### Register map, names as in the netlist, run 1

(6 px per µm) Other sequential cells in the stronger grey, the rest of the logic in the fainter grey.
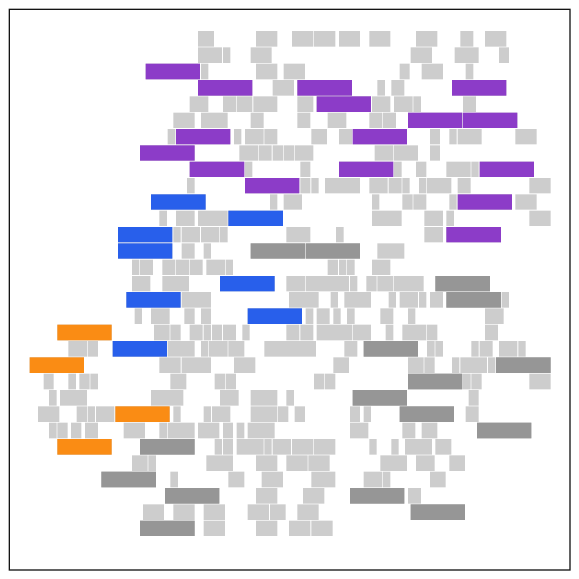
### Signal wires by layer, run 1

(4 px per µm) Only two layers are drawn.
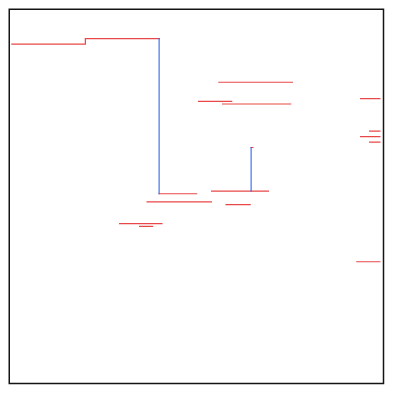
### Wiring heat map, run 1

(4 px per µm) 19 x 19 tiles, from dark blue (low) to red (high), scaled to the fullest tile. Values are wire area over tile area, all layers added.
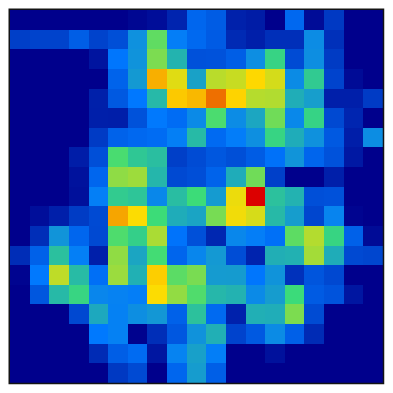
**config.mk**
```make
export PLATFORM = sky130hd
export DESIGN_NAME = rx_sync_ctrl
export DESIGN_NICKNAME = d
export VERILOG_FILES = /design/src/rtl/rx_pkg.sv /design/src/rtl/rx_err_monitor.sv /design/src/rtl/rx_sync_ctrl.sv
export SDC_FILE = /design/constraint.sdc
export NUM_CORES = 1
export LEC_CHECK = 0
export CORE_MARGIN = 3
export CORE_UTILIZATION = 35
export CTS_CLUSTER_SIZE = 24
export DETAILED_ROUTE_END_ITERATION = 12
export MAX_ROUTING_LAYER = met4
export PLACE_DENSITY = 0.56
export SYNTH_ARGS = -nofsm -noshare
export SYNTH_HDL_FRONTEND = slang
export SYNTH_HIERARCHICAL = 1
export SYNTH_SLANG_ARGS = --single-unit
```
**constraint.sdc**
```tcl
create_clock -name clk -period 6.1 [get_ports clk]
set_input_delay 1.525 -clock clk [delete_from_list [all_inputs] [get_ports clk]]
set_output_delay 1.525 -clock clk [all_outputs]
set_load 0.05 [all_outputs]
```
**src/rtl/rx_pkg.sv**
```systemverilog
// Shared encodings and default parameter values for the receive sync path.
package rx_pkg;

   typedef enum logic [1:0] {
      ST_LOS  = 2'd0,
      ST_ACQ  = 2'd1,
      ST_SYNC = 2'd2,
      ST_SLIP = 2'd3
   } sync_state_e;

   localparam logic [7:0] K28_5 = 8'hBC;

   localparam int DEF_COMMA_CNT    = 3;
   localparam int DEF_SLIP_TIMEOUT = 20;
   localparam int DEF_SLIP_WAIT    = 4;
   localparam int DEF_ERR_LIMIT    = 4;
   localparam int DEF_GOOD_RUN     = 4;
   localparam int DEF_ERRCNT_W     = 16;

endpackage

```
**src/rtl/rx_err_monitor.sv**
```systemverilog
// Purpose: bad-symbol credit / good-run bookkeeping while in sync, plus saturating error count.
// Latency: loss_of_sync is same-cycle from the offending symbol; err_cnt updates one cycle later.
// Backpressure: none; sym_valid qualifies every symbol and nothing is ever stalled.
module rx_err_monitor #(
   parameter int ERR_LIMIT = 4,
   parameter int GOOD_RUN  = 4,
   parameter int ERRCNT_W  = 16
)(
   input  logic                clk,
   input  logic                reset_n,
   input  logic                sym_valid,
   input  logic                code_err,
   input  logic                disp_err,
   input  logic                err_clr,
   input  logic                in_sync,
   output logic                loss_of_sync,
   output logic [ERRCNT_W-1:0] err_cnt
);

   logic       bad;
   logic       good;
   logic [3:0] credit;
   logic [3:0] run;

   assign bad  = sym_valid & (code_err | disp_err);
   assign good = sym_valid & ~bad;

   // Combinational so the FSM can leave SYNC on the very symbol that exhausts the credit.
   assign loss_of_sync = in_sync & bad & (credit == 4'(ERR_LIMIT - 1));

   always_ff @(posedge clk or negedge reset_n) begin
      if (!reset_n) begin
         credit <= '0;
         run    <= '0;
      end else if (!in_sync || loss_of_sync) begin
         credit <= '0;
         run    <= '0;
      end else if (bad) begin
         credit <= credit + 4'd1;
         run    <= '0;
      end else if (good) begin
         if (run == 4'(GOOD_RUN - 1)) begin
            run <= '0;
            if (credit != 4'd0) credit <= credit - 4'd1;
         end else begin
            run <= run + 4'd1;
         end
      end
   end

   always_ff @(posedge clk or negedge reset_n) begin
      if (!reset_n)
         err_cnt <= '0;
      else if (err_clr)
         err_cnt <= '0;
      else if (bad && (err_cnt != '1))
         err_cnt <= err_cnt + 1'b1;
   end

endmodule

```
**src/rtl/rx_sync_ctrl.sv**
```systemverilog
// Purpose: word alignment via bitslip requests and link sync tracking on decoded 8b/10b symbols.
// Latency: all outputs registered, one cycle after the symbol that causes a change.
// Backpressure: none; sym_valid=0 cycles freeze symbol counters, SLIP wait counts raw cycles.
module rx_sync_ctrl
   import rx_pkg::*;
#(
   parameter int COMMA_CNT    = DEF_COMMA_CNT,
   parameter int SLIP_TIMEOUT = DEF_SLIP_TIMEOUT,
   parameter int SLIP_WAIT    = DEF_SLIP_WAIT,
   parameter int ERR_LIMIT    = DEF_ERR_LIMIT,
   parameter int GOOD_RUN     = DEF_GOOD_RUN,
   parameter int ERRCNT_W     = DEF_ERRCNT_W
)(
   input  logic                clk,
   input  logic                reset_n,
   input  logic                sym_valid,
   input  logic [7:0]          pdata,
   input  logic                kout,
   input  logic                code_err,
   input  logic                disp_err,
   input  logic                err_clr,
   output logic                bitslip,
   output logic                link_up,
   output logic [1:0]          sync_state,
   output logic [ERRCNT_W-1:0] err_cnt
);

   sync_state_e state_q, state_d;
   logic [7:0]  tmo_q, tmo_d;
   logic [3:0]  comma_q, comma_d;
   logic [3:0]  slip_q, slip_d;
   logic [3:0]  comma_inc;
   logic        comma;
   logic        bad;
   logic        loss_of_sync;

   assign comma     = sym_valid & kout & (pdata == K28_5) & ~code_err;
   assign bad       = sym_valid & (code_err | disp_err);
   assign comma_inc = comma_q + 4'd1;

   always_comb begin
      state_d = state_q;
      tmo_d   = tmo_q;
      comma_d = comma_q;
      slip_d  = slip_q;
      case (state_q)
         ST_LOS: begin
            if (comma) begin
               state_d = ST_ACQ;
               comma_d = 4'd1;
               tmo_d   = '0;
            end else if (sym_valid) begin
               if (tmo_q == 8'(SLIP_TIMEOUT - 1)) begin
                  state_d = ST_SLIP;
                  tmo_d   = '0;
                  slip_d  = '0;
               end else begin
                  tmo_d = tmo_q + 8'd1;
               end
            end
         end
         ST_ACQ: begin
            // A bad symbol wins even if it also looks like a comma (disparity error on K28.5).
            if (bad) begin
               state_d = ST_LOS;
               comma_d = '0;
            end else if (comma) begin
               if (comma_inc >= 4'(COMMA_CNT)) begin
                  state_d = ST_SYNC;
                  comma_d = '0;
               end else begin
                  comma_d = comma_inc;
               end
            end
         end
         ST_SYNC: begin
            if (loss_of_sync) begin
               state_d = ST_LOS;
               tmo_d   = '0;
               comma_d = '0;
            end
         end
         ST_SLIP: begin
            if (slip_q == 4'(SLIP_WAIT - 1)) begin
               state_d = ST_LOS;
               slip_d  = '0;
            end else begin
               slip_d = slip_q + 4'd1;
            end
         end
         default: state_d = ST_LOS;
      endcase
   end

   always_ff @(posedge clk or negedge reset_n) begin
      if (!reset_n) begin
         state_q <= ST_LOS;
         tmo_q   <= '0;
         comma_q <= '0;
         slip_q  <= '0;
         bitslip <= 1'b0;
         link_up <= 1'b0;
      end else begin
         state_q <= state_d;
         tmo_q   <= tmo_d;
         comma_q <= comma_d;
         slip_q  <= slip_d;
         bitslip <= (state_d == ST_SLIP) && (state_q != ST_SLIP);
         link_up <= (state_d == ST_SYNC);
      end
   end

   assign sync_state = state_q;

   rx_err_monitor #(
      .ERR_LIMIT (ERR_LIMIT),
      .GOOD_RUN  (GOOD_RUN),
      .ERRCNT_W  (ERRCNT_W)
   ) u_err_monitor (
      .clk          (clk),
      .reset_n      (reset_n),
      .sym_valid    (sym_valid),
      .code_err     (code_err),
      .disp_err     (disp_err),
      .err_clr      (err_clr),
      .in_sync      (state_q == ST_SYNC),
      .loss_of_sync (loss_of_sync),
      .err_cnt      (err_cnt)
   );

endmodule

```
==> impl_metrics.yaml, run 1 <==
# generated from flow reports
run_status:
  outcome: "completed"
placement:
  place_ws_ns: 2.255
  dp_hpwl_um: 3923
  placed_cell_area_um2: 3069
  gp_congestion: 0.7719
route:
  first_iter_violations: 62
  topRoutingLayerUsed: "met4"
  wl_met2_um: 2531
  met1_length_um: 2697
  dr.pass1.iters: 4
  drtAntennaViolNets: 0
worst_setup_path:
  r2r-start: "sync_state[0]$_DFF_PN0_"
  r2r_end: "bitslip$_DFF_PN0_"
  cp-end-kind: "flop"
  crit_required_ns: 6.27
  critical_path_buf_inv_count: 2
  ff2ff_path_depth: 8
finish:
  logic_area_um2: 1456
  final_area_um2: 3159
  comb_area_share_pct: 46.10
  num-clock-buffers: 8
  antenna_cells: 0
  lay_top_count: "dfrtp_1"
  nNonClkInverters: 12
  fillers: 712
  post-route-util_pct: 43.10
  ff_latch_area_um2: 1101
logic_synthesis:
  simple_gate_area_share_pct: 25.67
  syn_area_per_cell_um2: 9.857
  yosys_warnings: 6
  syn-num-nets: 299
  yosysChipArea_um2: 2661
  mux_area_share_pct: 2.868
  synth_cell_types: 67
  most_common_cell: "dfrtp_1"
  ys_sh_adder_pct: 6.864
  ys_cells: 270
  synth_top_cell_by_area: "dfrtp_1"
sta:
  timing.final.ws_setup_ns: 2.554
  max_slew_margin_pct: 34.70
  finalSetupViolCount: 0
  rsz0062_at_grt: "no"
  holdWs_ns: 0.5181
  hold_viol: 0
clocking:
  clk_pin_slew_ns: 0.09
  clock_latency_ns: 0.29
  cts_made_buffers: 5
  cts_root_buf: "clkbuf_8"
power:
  combinationalPowerShare_pct: 32.3
  top_power_group: "registers"
  fin_total_pwr_uw: 842.2
  p_per_area_nw_per_um2: 266.6
  power.net_switching_uw: 308.0
  seq_power_share_pct: 45.2
global_route:
  grt_overflow: 0
  antenna_found_initial: 0
worst_hold_path:
  hold_path.startpoint: "comma_q[2]$_DFFE_PN0P_"
  whs_endpoint: "comma_q[2]$_DFFE_PN0P_"
floorplan:
  dieHeight_um: 93.20
-- 'Register map, names as in the netlist' (at the start) --
[`tmo_q`] blue | sequential cells: 8 | where: left middle
[`slip_q`] orange | sequential cells: 4
[`u_err_monitor/err_cnt`] purple | sequential cells: 16
not coloured: 16

-- 'Signal wires by layer' (at the start) --
[M3] red | wire length: 162 µm
[M4] blue | wire length: 49.6 µm

-- 'Wiring heat map' (at the start) --
fullest tile: 0.44
emptiest ninth of the die: top left
tiles over half the peak: 12%
mean over tiles: 0.096
nearly empty tiles: 28%
Vias: 2,086
WL/cell: 13.43 µm
GRT Util Overall: 13.72%
final wirelength: 5440 µm

### Placed standard cells, run 1

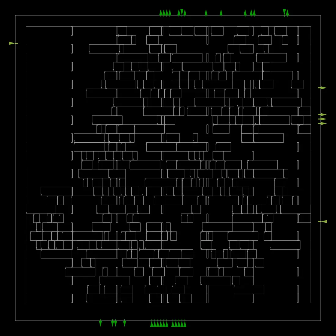

==> run 1 -> run 2 <==
- clock period: 6.1 -> 3.4 ns (I/O delays scaled with it)
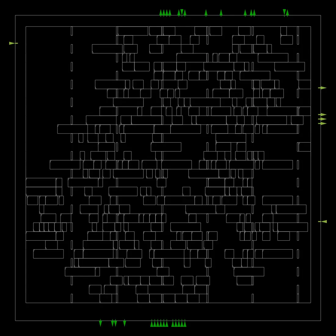
*Placed standard cells, run 2*
seq_cells: 44
# rows: 31
Fillers: 712

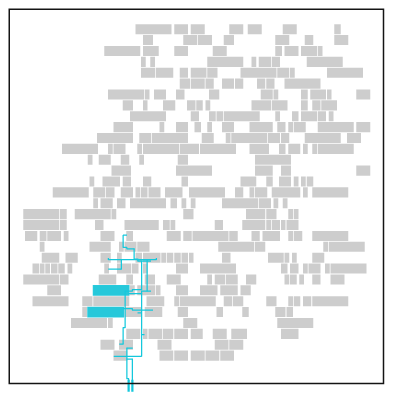
*Wires at chosen ports, followed through buffers, run 2*
(4 px per µm)
[`sync_state`] cyan | direction: output | edge: bottom | end cells: 2 | wire: 122 µm
# IOs: 35
Port Buffers: 34

==> impl_metrics.yaml, run 2 <==
# generated from flow reports
sta:
  finalSetupViolCount: 0
  fin_crit_ns: 2.800
  skew_ns: 0.01488
  timing.final.ws_setup_ns: 0.6001
  holdWs_ns: 0.5184
  max_slew_margin_pct: 34.11
  slew_violations: 0
  hold_viol: 0
  rsz0062_at_grt: "no"
logic_synthesis:
  synthTopCellsByArea: "dfrtp_1 (41%), ha_1 (6.1%), xnor2_1 (4.3%), nor2_1 (4.1%), nand2_1 (3.4%)"
  synth.cells.most_frequent: "dfrtp_1 (44), nor2_1 (29), nand2_1 (24)"
  ys.flop_type: "dfrtp_1"
  ys_cells: 270
  simple_gate_area_share_pct: 25.67
  yosys_warnings: 6
  ys_sh_adder_pct: 6.864
  synth_cell_types: 67
  syn_area_per_cell_um2: 9.857
  syn-num-nets: 299
  synth_top_cell_by_area: "dfrtp_1"
  top_cell_area_share_pct: 41.37
  yosysChipArea_um2: 2661
  mux_area_share_pct: 2.868
  synth_seq_share_pct: 41.37
  most_common_cell: "dfrtp_1"
finish:
  num-clock-buffers: 7
  logic_gate_count: 207
  clk_share_pct: 2.939
  comb_area_share_pct: 45.61
  ff_latch_area_um2: 1101
  reg_top3: "u_err_monitor/err_cnt (16), tmo_q (8)"
  seq_share_pct: 34.48
  logic_area_um2: 1456
  post-route-util_pct: 43.56
  nNonClkInverters: 12
  final_cell_mix: "dfrtp_1 (44), clkdlybuf4s50_1 (33), nor2_1 (29)"
  antenna_cells: 0
  lay_top_count: "dfrtp_1"
  final_area_um2: 3193
power:
  p_per_area_nw_per_um2: 474.8
  combinationalPowerShare_pct: 32.3
  power.net_switching_uw: 557.1
  fin_total_pwr_mw: 1.516
  p_clk_share_pct: 22.5
  top_power_group: "registers"
  p_sw_share_pct: 36.74
  seq_power_share_pct: 45.2
worst_hold_path:
  hold_path.startpoint: "slip_q[1]$_DFFE_PN0P_"
  min_path_cells: 2
  whs_endpoint: "slip_q[1]$_DFFE_PN0P_"
  worstHoldPathType: "reg -> reg"
floorplan:
  die_w_um: 93.20
  die-area_um2: 8686
  n_tap_cell: 99
  dieHeight_um: 93.20
worst_setup_path:
  cp-end-kind: "flop"
  r2r_end: "bitslip$_DFF_PN0_"
  crit_required_ns: 3.61
  ff2ff_path_depth: 8
  critical_path_buf_inv_count: 1
  critical_path.cell_chain: "clkdlybuf4s50_1, o21ai_1, nor4_1, and2_1, nor2b_1, a21oi_1, o211a_1, a211oi_2, nor3b_1"
  crit_path_start_kind: "input port"
  r2r_slack_ns: 1.08
  r2r-start: "sync_state[0]$_DFF_PN0_"
route:
  wl_um: 5459
  topRoutingLayerUsed: "met4"
  routedWlPerCell_um: 13.35
  dr.pass1.iters: 4
  met1_length_um: 2738
  drtAntennaViolNets: 0
  first_iter_violations: 122
  vias: 2038
  wl_met2_um: 2544
clocking:
  clk_pin_slew_ns: 0.08
  post_cts_resized: 0
  clock_latency_ns: 0.29
  cts_root_buf: "clkbuf_8"
  cts_made_buffers: 5
  cts.sinks: 44
placement:
  place_ws_ns: 0.2496
  dp_hpwl_um: 3930
  placed_cell_area_um2: 3099
  gp_congestion: 0.7732
job:
  warnings: 31
global_route:
  grt_pass1_wl_um: 9715
  grt_max_degree: 45
  grt_usage_pct: 13.94
  grt_overflow: 0
  antenna_found_initial: 0
run_status:
  outcome: "completed"
### Register map, names as in the netlist, run 2

(6 px per µm) Other sequential cells in the stronger grey, the rest of the logic in the fainter grey.
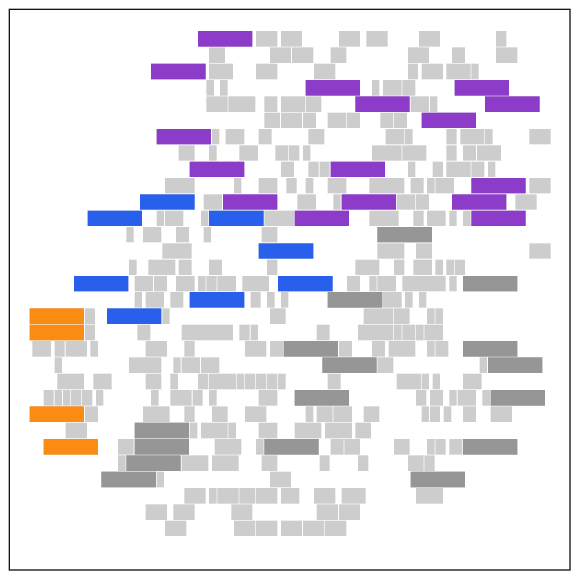

==> run 2 -> run 3 <==
- clock period: 3.4 -> 2.7 ns (I/O delays scaled with it)
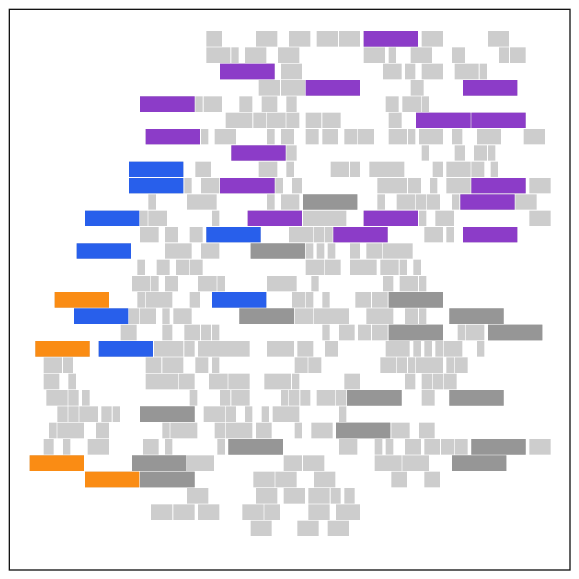
*Register map, names as in the netlist, run 3*
(6 px per µm) Other sequential cells in the stronger grey, the rest of the logic in the fainter grey.
[`u_err_monitor/err_cnt`] purple | sequential cells: 16
[`tmo_q`] blue | sequential cells: 8 | where: left middle
[`slip_q`] orange | sequential cells: 4
not coloured: 16

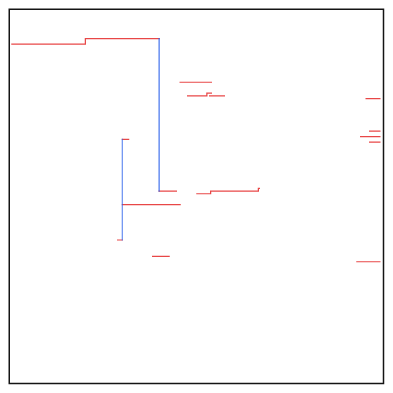
*Signal wires by layer, run 3*
(4 px per µm) Only two layers are drawn.
[M3] red | wire length: 118 µm
[M4] blue | wire length: 63.2 µm
GRT Util Overall: 13.74%
Vias: 2,112
WL/cell: 13.09 µm

==> impl_metrics.yaml, run 3 <==
# generated from flow reports
logic_synthesis:
  syn_area_per_cell_um2: 9.857
  synthTopCellsByArea: "dfrtp_1 (41%), ha_1 (6.1%), xnor2_1 (4.3%), nor2_1 (4.1%), nand2_1 (3.4%)"
  yosys_warnings: 6
  syn-num-nets: 299
  synth_top_cell_by_area: "dfrtp_1"
  ys_cells: 270
  ys.flop_type: "dfrtp_1"
finish:
  final_area_um2: 3244
  antenna_cells: 0
  nNonClkInverters: 12
  logic_area_um2: 1456
  reg_top3: "u_err_monitor/err_cnt (16), tmo_q (8)"
  post-route-util_pct: 44.26
  comb_area_share_pct: 44.89
  seq_share_pct: 33.94
  clk_share_pct: 2.391
  num-clock-buffers: 6
power:
  fin_total_pwr_mw: 1.889
  seq_power_share_pct: 45.5
  p_sw_share_pct: 36.68
  combinationalPowerShare_pct: 33.8
  p_clk_share_pct: 20.6
  power.net_switching_uw: 692.8
  top_power_group: "registers"
sta:
  hold_viol: 0
  rsz0062_at_grt: "no"
  fin_crit_ns: 2.451
  slew_violations: 0
  holdWs_ns: 0.4415
  timing.final.ws_setup_ns: 0.2495
worst_setup_path:
  crit_required_ns: 2.91
  r2r_end: "bitslip$_DFF_PN0_"
  crit_path_start_kind: "input port"
  cp-end-kind: "flop"
  ff2ff_path_depth: 8
  critical_path.cell_chain: "clkdlybuf4s50_1, o21ai_1, buf_4, nor4_1, and2_1, nor2b_1, a21oi_1, o211a_1, a211oi_2, nor3b_1"
  critical_path_buf_inv_count: 2
floorplan:
  ioPinCount: 35
  die_w_um: 93.20
  dieHeight_um: 93.20
  fp-row-count: 31
worst_hold_path:
  worstHoldPathType: "in -> async"
clocking:
  clock_latency_ns: 0.29
  clk_pin_slew_ns: 0.08
  cts_made_buffers: 5
  post_cts_resized: 0
  cts_root_buf: "clkbuf_8"
global_route:
  grt_pass1_wl_um: 9425
  grt_overflow: 0
route:
  wl_um: 5459
  dr.pass1.iters: 4
  drtAntennaViolNets: 0
placement:
  io_buffers: 34
  dp_hpwl_um: 4070
run_status:
  outcome: "completed"
job:
  warnings: 31
No activity file was given, so power comes from the tool's default toggle rates.
